`config.mk`:
```
export PLATFORM = sky130hd
export DESIGN_NAME = write_request_scheduler
export DESIGN_NICKNAME = d
export VERILOG_FILES = /design/src/rtl/write_request_scheduler_pkg.sv /design/src/rtl/write_request_scheduler_rr_arbiter.sv /design/src/rtl/write_request_scheduler.sv
export SDC_FILE = /design/constraint.sdc
export NUM_CORES = 1
export LEC_CHECK = 0
export ABC_AREA = 1
export CAP_MARGIN = 20
export CORE_AREA = 2 2 260 262
export DETAILED_ROUTE_END_ITERATION = 16
export DIE_AREA = 0 0 262 264
export MAX_ROUTING_LAYER = met4
export PLACE_DENSITY = 0.5
export SLEW_MARGIN = 25
export SYNTH_ARGS = -nofsm -noshare
export SYNTH_HDL_FRONTEND = slang
export SYNTH_SLANG_ARGS = --single-unit
```
`constraint.sdc`:
```
create_clock -name clk -period 8.6 [get_ports clk]
set_clock_uncertainty 0.05 [all_clocks]
set_input_delay 2.58 -clock clk [delete_from_list [all_inputs] [get_ports clk]]
set_output_delay 2.58 -clock clk [all_outputs]
set_load 0.005 [all_outputs]
```
`src/rtl/write_request_scheduler_pkg.sv`:
```
// Shared types, widths and helpers for the write-request scheduler.
package write_request_scheduler_pkg;

   localparam int unsigned REQ_W_DEF     = 128;
   localparam int unsigned STRM_ID_W_MAX = 4;

   localparam int unsigned ERR_W            = 1;
   localparam int unsigned ERR_UNEXP_CQ_BIT = 0;

   typedef struct packed {
      logic [REQ_W_DEF-1:0]     payload;
      logic [STRM_ID_W_MAX-1:0] id;
   } sched_req_t;

   // A single stream still needs a one-bit id.
   function automatic int unsigned id_width(input int unsigned n);
      return (n <= 1) ? 1 : $clog2(n);
   endfunction

endpackage

```
`src/rtl/write_request_scheduler_rr_arbiter.sv`:
```
// Round-robin priority encoder: first asserted request at or after ptr wins.
module write_request_scheduler_rr_arbiter #(
   parameter int unsigned N     = 4,
   parameter int unsigned IDX_W = 2
) (
   input  logic [N-1:0]     req,
   input  logic [IDX_W-1:0] ptr,
   output logic [N-1:0]     gnt,
   output logic [IDX_W-1:0] gnt_idx,
   output logic             gnt_valid
);

   always_comb begin
      logic [IDX_W-1:0] idx;
      gnt       = '0;
      gnt_idx   = '0;
      gnt_valid = 1'b0;
      idx       = '0;
      for (int unsigned off = 0; off < N; off++) begin
         idx = IDX_W'((32'(ptr) + off) % N);
         if (!gnt_valid && req[idx]) begin
            gnt[idx]  = 1'b1;
            gnt_idx   = idx;
            gnt_valid = 1'b1;
         end
      end
   end

endmodule

```
`src/rtl/write_request_scheduler.sv`:
```
// Credit-aware round-robin scheduler onto sq_wr, with cq_wr completion routing.
module write_request_scheduler
   import write_request_scheduler_pkg::*;
#(
   parameter  int unsigned N_STREAMS     = 4,
   parameter  int unsigned REQ_W         = 128,
   parameter  int unsigned MAX_OUT_STRM  = 8,
   parameter  int unsigned MAX_OUT_TOTAL = 16,
   localparam int unsigned ID_W          = id_width(N_STREAMS),
   localparam int unsigned TOT_W         = $clog2(MAX_OUT_TOTAL + 1)
) (
   input  logic                         clk,
   input  logic                         rst_n,
   input  logic                         sched_en,
   input  logic [N_STREAMS-1:0]         req_valid,
   output logic [N_STREAMS-1:0]         req_ready,
   input  logic [N_STREAMS*REQ_W-1:0]   req_data,
   output logic                         sq_valid,
   input  logic                         sq_ready,
   output logic [REQ_W-1:0]             sq_data,
   output logic [ID_W-1:0]              sq_strm,
   input  logic                         cq_valid,
   output logic                         cq_ready,
   input  logic [ID_W-1:0]              cq_strm,
   output logic [N_STREAMS-1:0]         cmpl_valid,
   output logic [TOT_W-1:0]             outstanding_total,
   output logic                         idle,
   output logic                         err_unexpected_cq
);

   localparam int unsigned CNT_W = $clog2(MAX_OUT_STRM + 1);

   typedef enum logic {
      ST_EMPTY = 1'b0,
      ST_HELD  = 1'b1
   } state_e;

   state_e                 state_q, state_d;
   logic [REQ_W-1:0]       sq_data_q, sq_data_d;
   logic [ID_W-1:0]        sq_strm_q, sq_strm_d;
   logic [ID_W-1:0]        rr_ptr_q, rr_ptr_d;
   logic [CNT_W-1:0]       cnt_q [N_STREAMS];
   logic [CNT_W-1:0]       cnt_d [N_STREAMS];
   logic [TOT_W-1:0]       total_q, total_d;
   logic [N_STREAMS-1:0]   cmpl_q, cmpl_d;
   logic                   idle_q, idle_d;
   logic [ERR_W-1:0]       err_q, err_d;

   logic [REQ_W-1:0]       req_arr [N_STREAMS];
   logic [N_STREAMS-1:0]   elig;
   logic [N_STREAMS-1:0]   gnt;
   logic [ID_W-1:0]        gnt_idx;
   logic                   gnt_valid;
   logic                   held_hs;
   logic [N_STREAMS-1:0]   inc;
   logic [N_STREAMS-1:0]   dec;

   for (genvar g = 0; g < N_STREAMS; g++) begin : g_unpack
      assign req_arr[g] = req_data[g*REQ_W +: REQ_W];
   end

   assign held_hs = (state_q == ST_HELD) && sq_ready;

   // Eligibility counts the held request as already outstanding.
   always_comb begin
      int unsigned own_cnt;
      int unsigned total_eff;
      logic        can_grant;
      elig      = '0;
      own_cnt   = 0;
      can_grant = rst_n && sched_en && ((state_q == ST_EMPTY) || sq_ready);
      total_eff = 32'(total_q) + ((state_q == ST_HELD) ? 32'd1 : 32'd0);
      for (int unsigned i = 0; i < N_STREAMS; i++) begin
         own_cnt = 32'(cnt_q[i]) +
                   (((state_q == ST_HELD) && (32'(sq_strm_q) == i)) ? 32'd1 : 32'd0);
         elig[i] = can_grant && req_valid[i] &&
                   (own_cnt < MAX_OUT_STRM) && (total_eff < MAX_OUT_TOTAL);
      end
   end

   write_request_scheduler_rr_arbiter #(
      .N     (N_STREAMS),
      .IDX_W (ID_W)
   ) u_rr_arbiter (
      .req       (elig),
      .ptr       (rr_ptr_q),
      .gnt       (gnt),
      .gnt_idx   (gnt_idx),
      .gnt_valid (gnt_valid)
   );

   // Output register: load on grant, release on handshake.
   always_comb begin
      state_d   = state_q;
      sq_data_d = sq_data_q;
      sq_strm_d = sq_strm_q;
      rr_ptr_d  = rr_ptr_q;
      if (held_hs) begin
         state_d = ST_EMPTY;
      end
      if (gnt_valid) begin
         state_d   = ST_HELD;
         sq_data_d = req_arr[gnt_idx];
         sq_strm_d = gnt_idx;
         rr_ptr_d  = ID_W'((32'(gnt_idx) + 1) % N_STREAMS);
      end
   end

   // Credit counters; a completion for a stream at zero is flagged and ignored.
   always_comb begin
      inc   = '0;
      dec   = '0;
      err_d = err_q;
      for (int unsigned i = 0; i < N_STREAMS; i++) begin
         inc[i]   = held_hs && (32'(sq_strm_q) == i);
         dec[i]   = cq_valid && (32'(cq_strm) == i) && (cnt_q[i] != '0);
         cnt_d[i] = cnt_q[i] + CNT_W'(inc[i]) - CNT_W'(dec[i]);
      end
      if (cq_valid && (dec == '0)) begin
         err_d[ERR_UNEXP_CQ_BIT] = 1'b1;
      end
      total_d = total_q + TOT_W'(held_hs) - TOT_W'(|dec);
      cmpl_d  = dec;
      idle_d  = (state_d == ST_EMPTY) && (total_d == '0);
   end

   always_ff @(posedge clk or negedge rst_n) begin
      if (!rst_n) begin
         state_q   <= ST_EMPTY;
         sq_data_q <= '0;
         sq_strm_q <= '0;
         rr_ptr_q  <= '0;
         total_q   <= '0;
         cmpl_q    <= '0;
         idle_q    <= 1'b1;
         err_q     <= '0;
         for (int unsigned i = 0; i < N_STREAMS; i++) begin
            cnt_q[i] <= '0;
         end
      end else begin
         state_q   <= state_d;
         sq_data_q <= sq_data_d;
         sq_strm_q <= sq_strm_d;
         rr_ptr_q  <= rr_ptr_d;
         total_q   <= total_d;
         cmpl_q    <= cmpl_d;
         idle_q    <= idle_d;
         err_q     <= err_d;
         for (int unsigned i = 0; i < N_STREAMS; i++) begin
            cnt_q[i] <= cnt_d[i];
         end
      end
   end

   assign req_ready         = gnt;
   assign sq_valid          = (state_q == ST_HELD);
   assign sq_data           = sq_data_q;
   assign sq_strm           = sq_strm_q;
   assign cq_ready          = 1'b1;
   assign cmpl_valid        = cmpl_q;
   assign outstanding_total = total_q;
   assign idle              = idle_q;
   assign err_unexpected_cq = err_q[ERR_UNEXP_CQ_BIT];

endmodule
```
==> results_dict.tcl, run 1 <==
# implementation run metrics
set metrics [dict create \
    period_needed_ns 7.71 \
    track_usage 0.189 \
    wire_per_inst_um 17.8 \
    r2r_start "rr_ptr_q[0]" \
    dpl_worst_slack_ns 0.893 \
    hold_start "sq_data[57]" \
    io_pins 670 \
    cts_resized 0 \
    vias_per_cell 4.20 \
    die-area_mm2 0.0692 \
    criticalPathCategory "input pin to output port" \
    busiest_layer "met2" \
    reg2reg_slack_ns 3.74 \
    grt_overflow_total 0 \
    drt-initial-drc-count 842 \
    ys_types 38 \
    min_to "sq_data[57]" \
    start_kind "input pin" \
    crit_family "simple AND/OR/NAND/NOR gates" \
    max_slew_margin 0.315 \
    ys_sh_xor 0.00758 \
    design_area_mm2 0.0207 \
    dpl.hpwl_mm 47.6 \
    crit_path_end "req_ready[3]" \
    cts-root-buf "clkbuf_16" \
    critical_path_required_ns 5.97 \
    fin_hold_ws_ns 0.428 \
    status "finished clean" \
    syn_area_per_cell_um2 6.02 \
    ys_area_mm2 0.0127 \
]
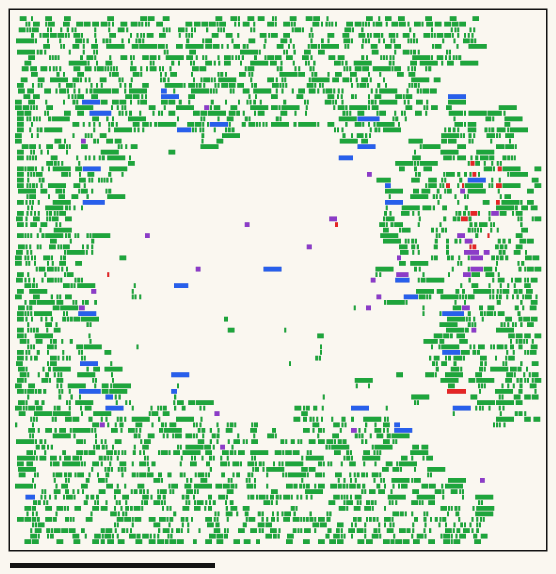
Fig. 1. Sizing map (run 1).
Bar = 100 µm.
| size | color | cells | share | most used |
|---|---|---|---|---|
| drive 3 to 4 | purple | 31 | 1.1% | buf_4 |
| drive 6 and up | blue | 33 | 1.2% | clkbuf_16 |
| drive 2 | red | 15 | 0.56% | inv_2 |
| drive 1 or less | green | 2617 | 97% | nand2_1 |

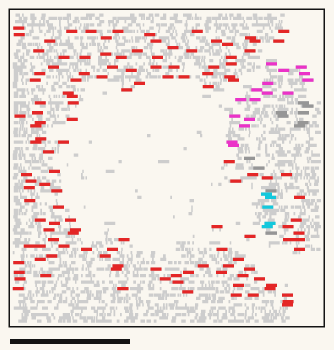
Fig. 2. Where the registers sit (run 1).
Bar = 100 µm. Other sequential cells in the stronger gray, the rest of the logic in the fainter gray.
| netlist name | color | placed flops |
|---|---|---|
| sq_data | red | 128 |
| cnt_q | magenta | 16 |
| outstanding_total | cyan | 5 |
not colored: 11
FF+latch area: 0.00401 mm²
flop share of the area: 0.193
final core occ: 0.312

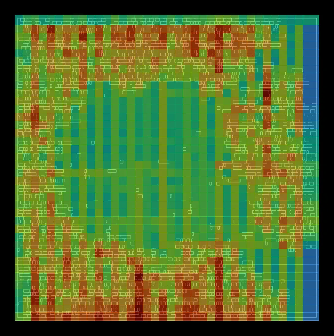
Fig. 3. Track usage over the die (run 1).
Global Route met2 Usage: 0.306
met1 GRT Util: 0.230

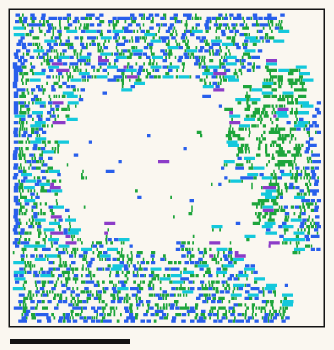
Fig. 4. Placed cells, one color a class (run 1).
Bar = 100 µm.
| class | color | cells |
|---|---|---|
| clock drivers and dummy loads | purple | 32 |
| flops | cyan | 160 |
| all other logic | green | 1816 |
| other buffers and delay cells | blue | 688 |
Core Area: 0.0666 mm²
num rows: 95

Fig. 5: run 1, selected gate families
Bar = 100 µm.
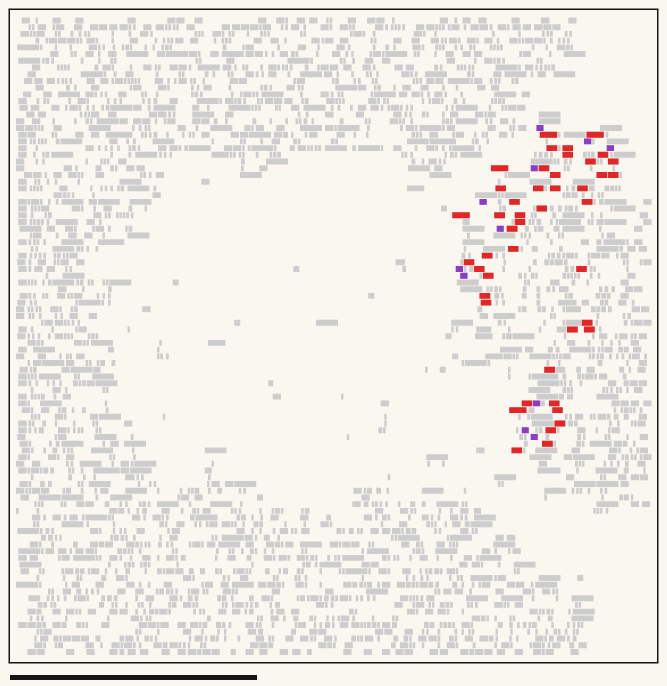

==> run 2, diff against run 1 <==
==> constraint.sdc (replaced) <==
create_clock -name clk -period 8.6 [get_ports clk]
set_clock_uncertainty 0.05 [all_clocks]
set_input_delay 2.58 -clock clk [delete_from_list [all_inputs] [get_ports clk]]
set_output_delay 2.58 -clock clk [all_outputs]
set_load 0.05 [all_outputs]
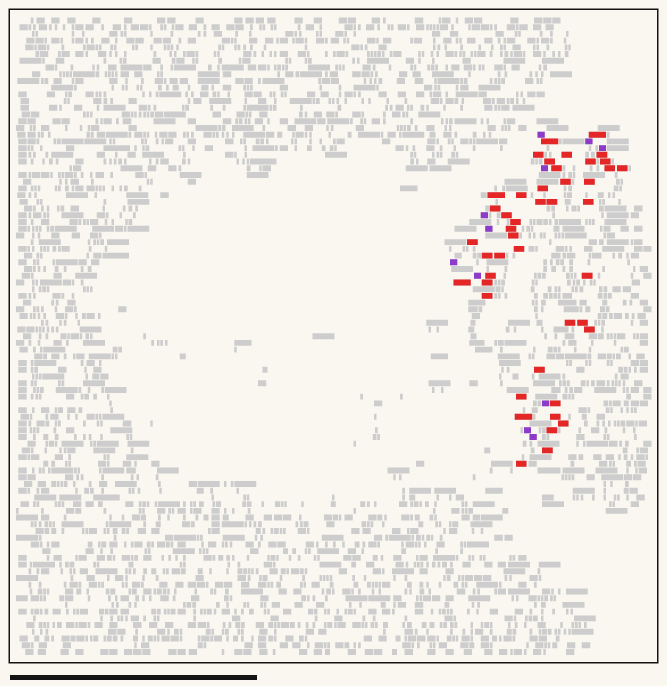
Fig. 6. Selected gate families (run 2).
Bar = 100 µm.
| family | color | cells |
|---|---|---|
| XOR/XNOR gates | purple | 11 |
| adder and majority cells | red | 45 |

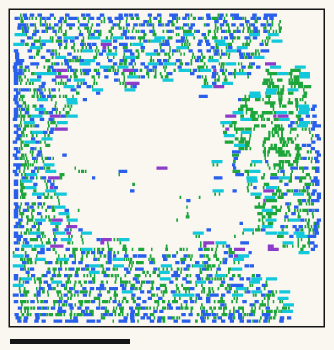
Fig. 7. Placed cells, one color a class (run 2).
Bar = 100 µm.
| class | color | cells |
|---|---|---|
| flops | cyan | 160 |
| clock drivers and dummy loads | purple | 32 |
| all other logic | green | 1816 |
| other buffers and delay cells | blue | 688 |
final core occ: 0.312
flop share of the area: 0.193
Final Cell Area: 0.0207 mm²

==> run 2 against run 1 <==
Non-clock buffer count is the same. Global-route usage shrank 0.37 points. Synthesized cell count is the same. Final cell count is essentially flat. Critical path depth is the same. Sequential cell count is the same. Largest cell class unchanged.
==> results_dict.tcl, run 2 <==
# implementation run metrics
set metrics [dict create \
    status "finished clean" \
    period_needed_ns 8.01 \
    die-area_mm2 0.0692 \
    fin_hold_ws_ns 0.426 \
    crit_path_end "req_ready[2]" \
    core_mm2 0.0666 \
    crit_family "buffers and inverters" \
    grt.met2_usage 0.303 \
    start_kind "input pin" \
    ys_area_mm2 0.0127 \
    dpl.hpwl_mm 46.9 \
    syn_area_per_cell_um2 6.02 \
    cts_resized 0 \
    critical_path_required_ns 5.97 \
    cts-root-buf "clkbuf_16" \
    wire_per_inst_um 17.6 \
    ys_types 38 \
    grt_overflow_total 0 \
    ys_sh_xor 0.00758 \
    max_slew_margin 0.419 \
    busiest_layer "met2" \
    min_to "err_unexpected_cq" \
    vias_per_cell 4.20 \
    r2r_start "rr_ptr_q[0]" \
    dpl_worst_slack_ns 0.575 \
    use_met1 0.222 \
    io_pins 670 \
    criticalPathCategory "input pin to output port" \
]
